Local utilization:
(3 px per um) The die is cut into 8 by 13 equal tiles; dark purple is low, yellow is high, 0 to 100% covered.
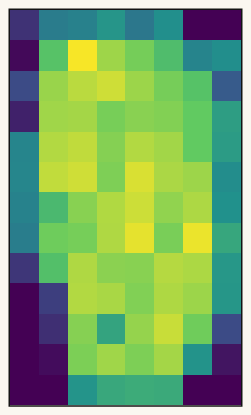
Sequential cells grouped by signal name:
(4 px per um) Other sequential cells in the stronger grey, the rest of the logic in the fainter grey.
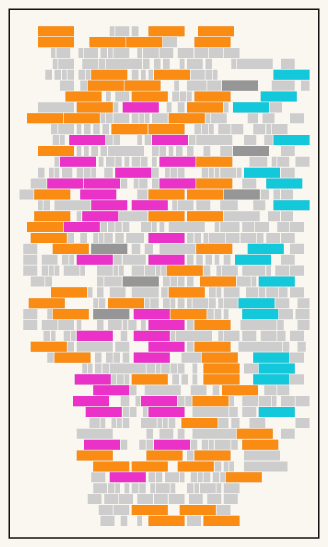
Gate families picked out:
(4 px per um)
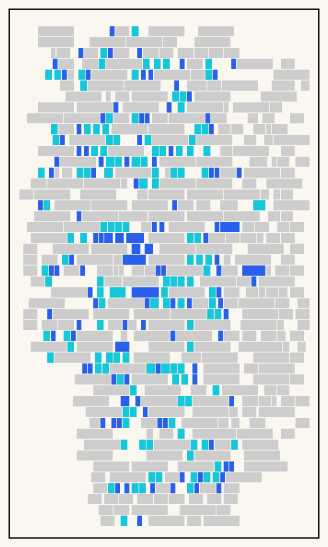
==> config.mk <==
export PLATFORM = sky130hd
export DESIGN_NAME = byte_to_word_packer
export DESIGN_NICKNAME = d
export VERILOG_FILES = /design/src/rtl/byte_to_word_packer_pkg.sv /design/src/rtl/word_fifo.sv /design/src/rtl/byte_to_word_packer.sv
export SDC_FILE = /design/constraint.sdc
export NUM_CORES = 1
export LEC_CHECK = 0
export CORE_ASPECT_RATIO = 1.75
export CORE_MARGIN = 2
export CORE_UTILIZATION = 55
export CTS_CLUSTER_DIAMETER = 100
export DETAILED_ROUTE_END_ITERATION = 16
export PLACE_DENSITY = 0.84
export SETUP_SLACK_MARGIN = 0.5
export SYNTH_ARGS = -nofsm -noshare
export SYNTH_HDL_FRONTEND = slang
export SYNTH_SLANG_ARGS = --single-unit
==> constraint.sdc <==
create_clock -name clk -period 4.76 [get_ports clk]
set_input_delay 0.952 -clock clk [delete_from_list [all_inputs] [get_ports clk]]
set_output_delay 0.952 -clock clk [all_outputs]
set_load 0.03 [all_outputs]
==> src/rtl/byte_to_word_packer_pkg.sv <==
// Shared widths and types for the byte-to-word packer and its output buffer.
// Optional flush-on-last behaviour is enabled by BYTE_TO_WORD_PACKER_FLUSH_EN.
package byte_to_word_packer_pkg;

  localparam int unsigned BYTES_PER_WORD = 4;
  localparam int unsigned WORD_W         = 32;
  localparam int unsigned BYTE_W         = 8;

  typedef logic [1:0] byte_cnt_t;

  typedef struct packed {
    logic [WORD_W-1:0]         data;
    logic [BYTES_PER_WORD-1:0] keep;
    logic                      last;
  } fifo_entry_t;

  // MSB-aligned lane mask covering lanes 0..idx inclusive.
  function automatic logic [BYTES_PER_WORD-1:0] keep_mask(input byte_cnt_t idx);
    return ~(4'b0111 >> idx);
  endfunction

endpackage

==> src/rtl/word_fifo.sv <==
// Small in-order buffer of completed words between the packer and downstream.
// Head entry is presented directly from storage so it stays stable under backpressure.
module word_fifo
  import byte_to_word_packer_pkg::*;
#(
  parameter int unsigned DEPTH = 2
) (
  input  logic        clk,
  input  logic        reset,
  input  logic        push,
  input  fifo_entry_t wdata,
  output logic        full,
  input  logic        pop,
  output logic        valid,
  output fifo_entry_t rdata
);

  localparam int unsigned PtrW = (DEPTH > 1) ? $clog2(DEPTH) : 1;
  localparam int unsigned CntW = $clog2(DEPTH + 1);

  fifo_entry_t     mem_q [DEPTH];
  logic [PtrW-1:0] wr_ptr_q, rd_ptr_q;
  logic [CntW-1:0] cnt_q;
  logic            push_ok, pop_ok;

  assign full    = (cnt_q == CntW'(DEPTH));
  assign valid   = (cnt_q != '0);
  assign rdata   = mem_q[rd_ptr_q];
  assign push_ok = push && !full;
  assign pop_ok  = pop && valid;

  always_ff @(posedge clk or posedge reset) begin
    if (reset) begin
      for (int i = 0; i < int'(DEPTH); i++) begin
        mem_q[i] <= '0;
      end
      wr_ptr_q <= '0;
      rd_ptr_q <= '0;
      cnt_q    <= '0;
    end else begin
      if (push_ok) begin
        mem_q[wr_ptr_q] <= wdata;
        wr_ptr_q        <= (wr_ptr_q == PtrW'(DEPTH - 1)) ? '0 : wr_ptr_q + 1'b1;
      end
      if (pop_ok) begin
        rd_ptr_q <= (rd_ptr_q == PtrW'(DEPTH - 1)) ? '0 : rd_ptr_q + 1'b1;
      end
      if (push_ok && !pop_ok) begin
        cnt_q <= cnt_q + 1'b1;
      end else if (!push_ok && pop_ok) begin
        cnt_q <= cnt_q - 1'b1;
      end
    end
  end

endmodule

==> src/rtl/byte_to_word_packer.sv <==
// Packs a byte stream MSB-first into 32-bit words and buffers them for downstream.
// Define BYTE_TO_WORD_PACKER_FLUSH_EN to let in_last terminate a partial word.
module byte_to_word_packer
  import byte_to_word_packer_pkg::*;
#(
  parameter int unsigned FIFO_DEPTH = 2
) (
  input  logic                      clk,
  input  logic                      reset,
  input  logic                      in_valid,
  output logic                      in_ready,
  input  logic [BYTE_W-1:0]         in_data,
  input  logic                      in_last,
  output logic                      out_valid,
  input  logic                      out_ready,
  output logic [WORD_W-1:0]         out_data,
  output logic [BYTES_PER_WORD-1:0] out_keep,
  output logic                      out_last,
  output logic [15:0]               word_count
);

  byte_cnt_t         cnt_q;
  logic [WORD_W-1:0] acc_q;
  logic [15:0]       word_count_q;
  logic [WORD_W-1:0] word_d;
  logic              fifo_full, accept, push, pop;
  fifo_entry_t       push_entry, head;

  assign accept = in_valid && in_ready;
  assign pop    = out_valid && out_ready;

  // Byte lane 0 lands in the top byte of the word.
  assign word_d = acc_q |
                  (WORD_W'(in_data) << (BYTE_W * (BYTES_PER_WORD - 1 - int'(cnt_q))));

`ifdef BYTE_TO_WORD_PACKER_FLUSH_EN
  // A last byte pushes regardless of lane, so it also needs buffer space.
  assign in_ready        = !fifo_full || ((cnt_q != 2'd3) && !in_last);
  assign push            = accept && ((cnt_q == 2'd3) || in_last);
  assign push_entry.keep = keep_mask(cnt_q);
  assign push_entry.last = in_last;
`else
  logic unused_in_last;
  assign unused_in_last  = in_last;
  assign in_ready        = !fifo_full || (cnt_q != 2'd3);
  assign push            = accept && (cnt_q == 2'd3);
  assign push_entry.keep = '1;
  assign push_entry.last = 1'b0;
`endif

  assign push_entry.data = word_d;

  always_ff @(posedge clk or posedge reset) begin
    if (reset) begin
      cnt_q        <= '0;
      acc_q        <= '0;
      word_count_q <= '0;
    end else begin
      if (accept) begin
        if (push) begin
          cnt_q <= '0;
          acc_q <= '0;
        end else begin
          cnt_q <= cnt_q + 2'd1;
          acc_q <= word_d;
        end
      end
      if (pop) begin
        word_count_q <= word_count_q + 16'd1;
      end
    end
  end

  word_fifo #(
    .DEPTH(FIFO_DEPTH)
  ) u_word_fifo (
    .clk   (clk),
    .reset (reset),
    .push  (push),
    .wdata (push_entry),
    .full  (fifo_full),
    .pop   (pop),
    .valid (out_valid),
    .rdata (head)
  );

  assign out_data   = head.data;
  assign out_keep   = head.keep;
  assign out_last   = head.last;
  assign word_count = word_count_q;

endmodule
==> tab_implementation.tex <==
% Synthesis and place-and-route results
\begin{tabular}{lr}
\hline
Metric & Value \\
\hline
\multicolumn{2}{l}{\textbf{Critical path}} \\
Critical Path RT & 3.81 ns \\
Cell-by-cell listing of the critical path & buf\_4 -> mux2\_2 -> clkdlybuf4s50\_1 \\
Depth of the worst register-to-register path & 6 \\
Buffering stage count on the worst path with inverters included & 2 \\
Longest individual stage delay on the worst path & 0.61 ns \\
\multicolumn{2}{l}{\textbf{Final layout}} \\
Register fraction of the total cell area & 46.9\% \\
Biggest Area Class & flip-flops and latches \\
Non-clock inverters & 1 \\
Clock-cell share of area & 9.22\% \\
Layout buffering overhead excluding clock cells & 11.2\% \\
Fill cell count & 649 \\
Multi-input gates & 325 \\
\multicolumn{2}{l}{\textbf{Power}} \\
Fraction of power consumed by combinational cells & 43.7\% \\
Sequential power share & 32.8\% \\
Comb. pwr & 2.37 mW \\
Peak ir drop on the vdd network & 0.576 mV \\
\multicolumn{2}{l}{\textbf{Outcome}} \\
Outcome & complete, no violations \\
\multicolumn{2}{l}{\textbf{Place}} \\
Post-detail-place hpwl & 7.65 mm \\
Number of placed instances, taps included & 638 \\
Worst setup slack after placement & 1.74 ns \\
\multicolumn{2}{l}{\textbf{Route}} \\
First drt pass iteration count & 5 \\
Via/cell ratio & 5.61 \\
Remaining routing DRC violations & 0 \\
Final routed wire length divided by cell count & 17.4 um \\
\multicolumn{2}{l}{\textbf{Floorplan}} \\
Standard-cell row count & 46 \\
Core Footprint & 0.00909 mm\^{}2 \\
\multicolumn{2}{l}{\textbf{Final timing}} \\
Final clock skew & 0.00883 ns \\
\multicolumn{2}{l}{\textbf{Logic synthesis}} \\
Synthesized area per cell & 10.6 um\^{}2 \\
Number of enable-type register cells in the synthesized netlist & 0 \\
Top cells by instance count after synthesis & sky130\_fd\_sc\_hd\_\_a21oi\_1, sky130\_fd\_sc\_hd\_\_dfrtp\_1, sky130\_fd\_sc\_hd\_\_nor2\_1 \\
\multicolumn{2}{l}{\textbf{Worst hold path}} \\
Hold Crit Depth & 1 \\
\multicolumn{2}{l}{\textbf{Clock tree}} \\
\# H-tree levels & 4 \\
\multicolumn{2}{l}{\textbf{Global routing}} \\
Largest net degree at the start of global routing & 53 \\
Vias in the first global route & 4039 \\
\hline
\end{tabular}
-- 'local utilization' (at the start) --
- tiles over 75% full: 53%
- densest ninth of the die: centre
- nearly empty tiles: 8.7%
- fullest tile: 99%

-- 'sequential cells grouped by signal name' (at the start) --
- cyan: word_count (sequential cells 16)
- magenta: acc_q (sequential cells 32)
- orange: u_word_fifo.mem_q (sequential cells 66)
- not coloured: 6

-- 'gate families picked out' (at the start) --
- cyan: inverting AOI/OAI gates (cells 130; most used a21oi_1)
- blue: NOR gates (cells 110; most used nor2_1)

==> cell families (layout without fill, tap and decap cells) <==
logic type | after synthesis | in the layout | synth area share (%)
flops | 120 | 120 | 58.5
compound gates | 131 | 131 | 13.2
simple gates | 134 | 134 | 12.1
fa+ha+maj | 3 | 3 | 0.731
mux | 36 | 36 | 7.87
buf+inv | 39 | 105 | 3.95
other cells | 1 | 1 | 0.0731
xor+xnor | 20 | 20 | 3.56
==> placed cells by master (no fill, tap or decap), types with 2 or more instances in the layout <==
master | Yosys | final
sky130_fd_sc_hd__a21oi_1 | 121 | 121
sky130_fd_sc_hd__dfrtp_1 | 120 | 120
sky130_fd_sc_hd__nor2_1 | 100 | 99
sky130_fd_sc_hd__clkdlybuf4s50_1 | 0 | 65
sky130_fd_sc_hd__mux2_2 | 35 | 35
sky130_fd_sc_hd__clkbuf_16 | 0 | 17
sky130_fd_sc_hd__xnor2_1 | 12 | 12
sky130_fd_sc_hd__a31oi_1 | 7 | 7
sky130_fd_sc_hd__xor2_1 | 7 | 7
sky130_fd_sc_hd__nand2_1 | 6 | 6
sky130_fd_sc_hd__buf_4 | 8 | 6
sky130_fd_sc_hd__nand3_1 | 5 | 5
sky130_fd_sc_hd__clkinv_2 | 0 | 5
sky130_fd_sc_hd__nor2b_1 | 4 | 4
sky130_fd_sc_hd__clkbuf_1 | 11 | 4
sky130_fd_sc_hd__or2_2 | 3 | 3
sky130_fd_sc_hd__ha_1 | 3 | 3
sky130_fd_sc_hd__bufinv_16 | 0 | 3
sky130_fd_sc_hd__nor3_4 | 1 | 2
sky130_fd_sc_hd__and2_1 | 2 | 2
sky130_fd_sc_hd__and4_1 | 2 | 2
sky130_fd_sc_hd__nand4_1 | 2 | 2
sky130_fd_sc_hd__and4_4 | 2 | 2
sky130_fd_sc_hd__clkbuf_8 | 0 | 2
Power and IR drop assume default switching activity.
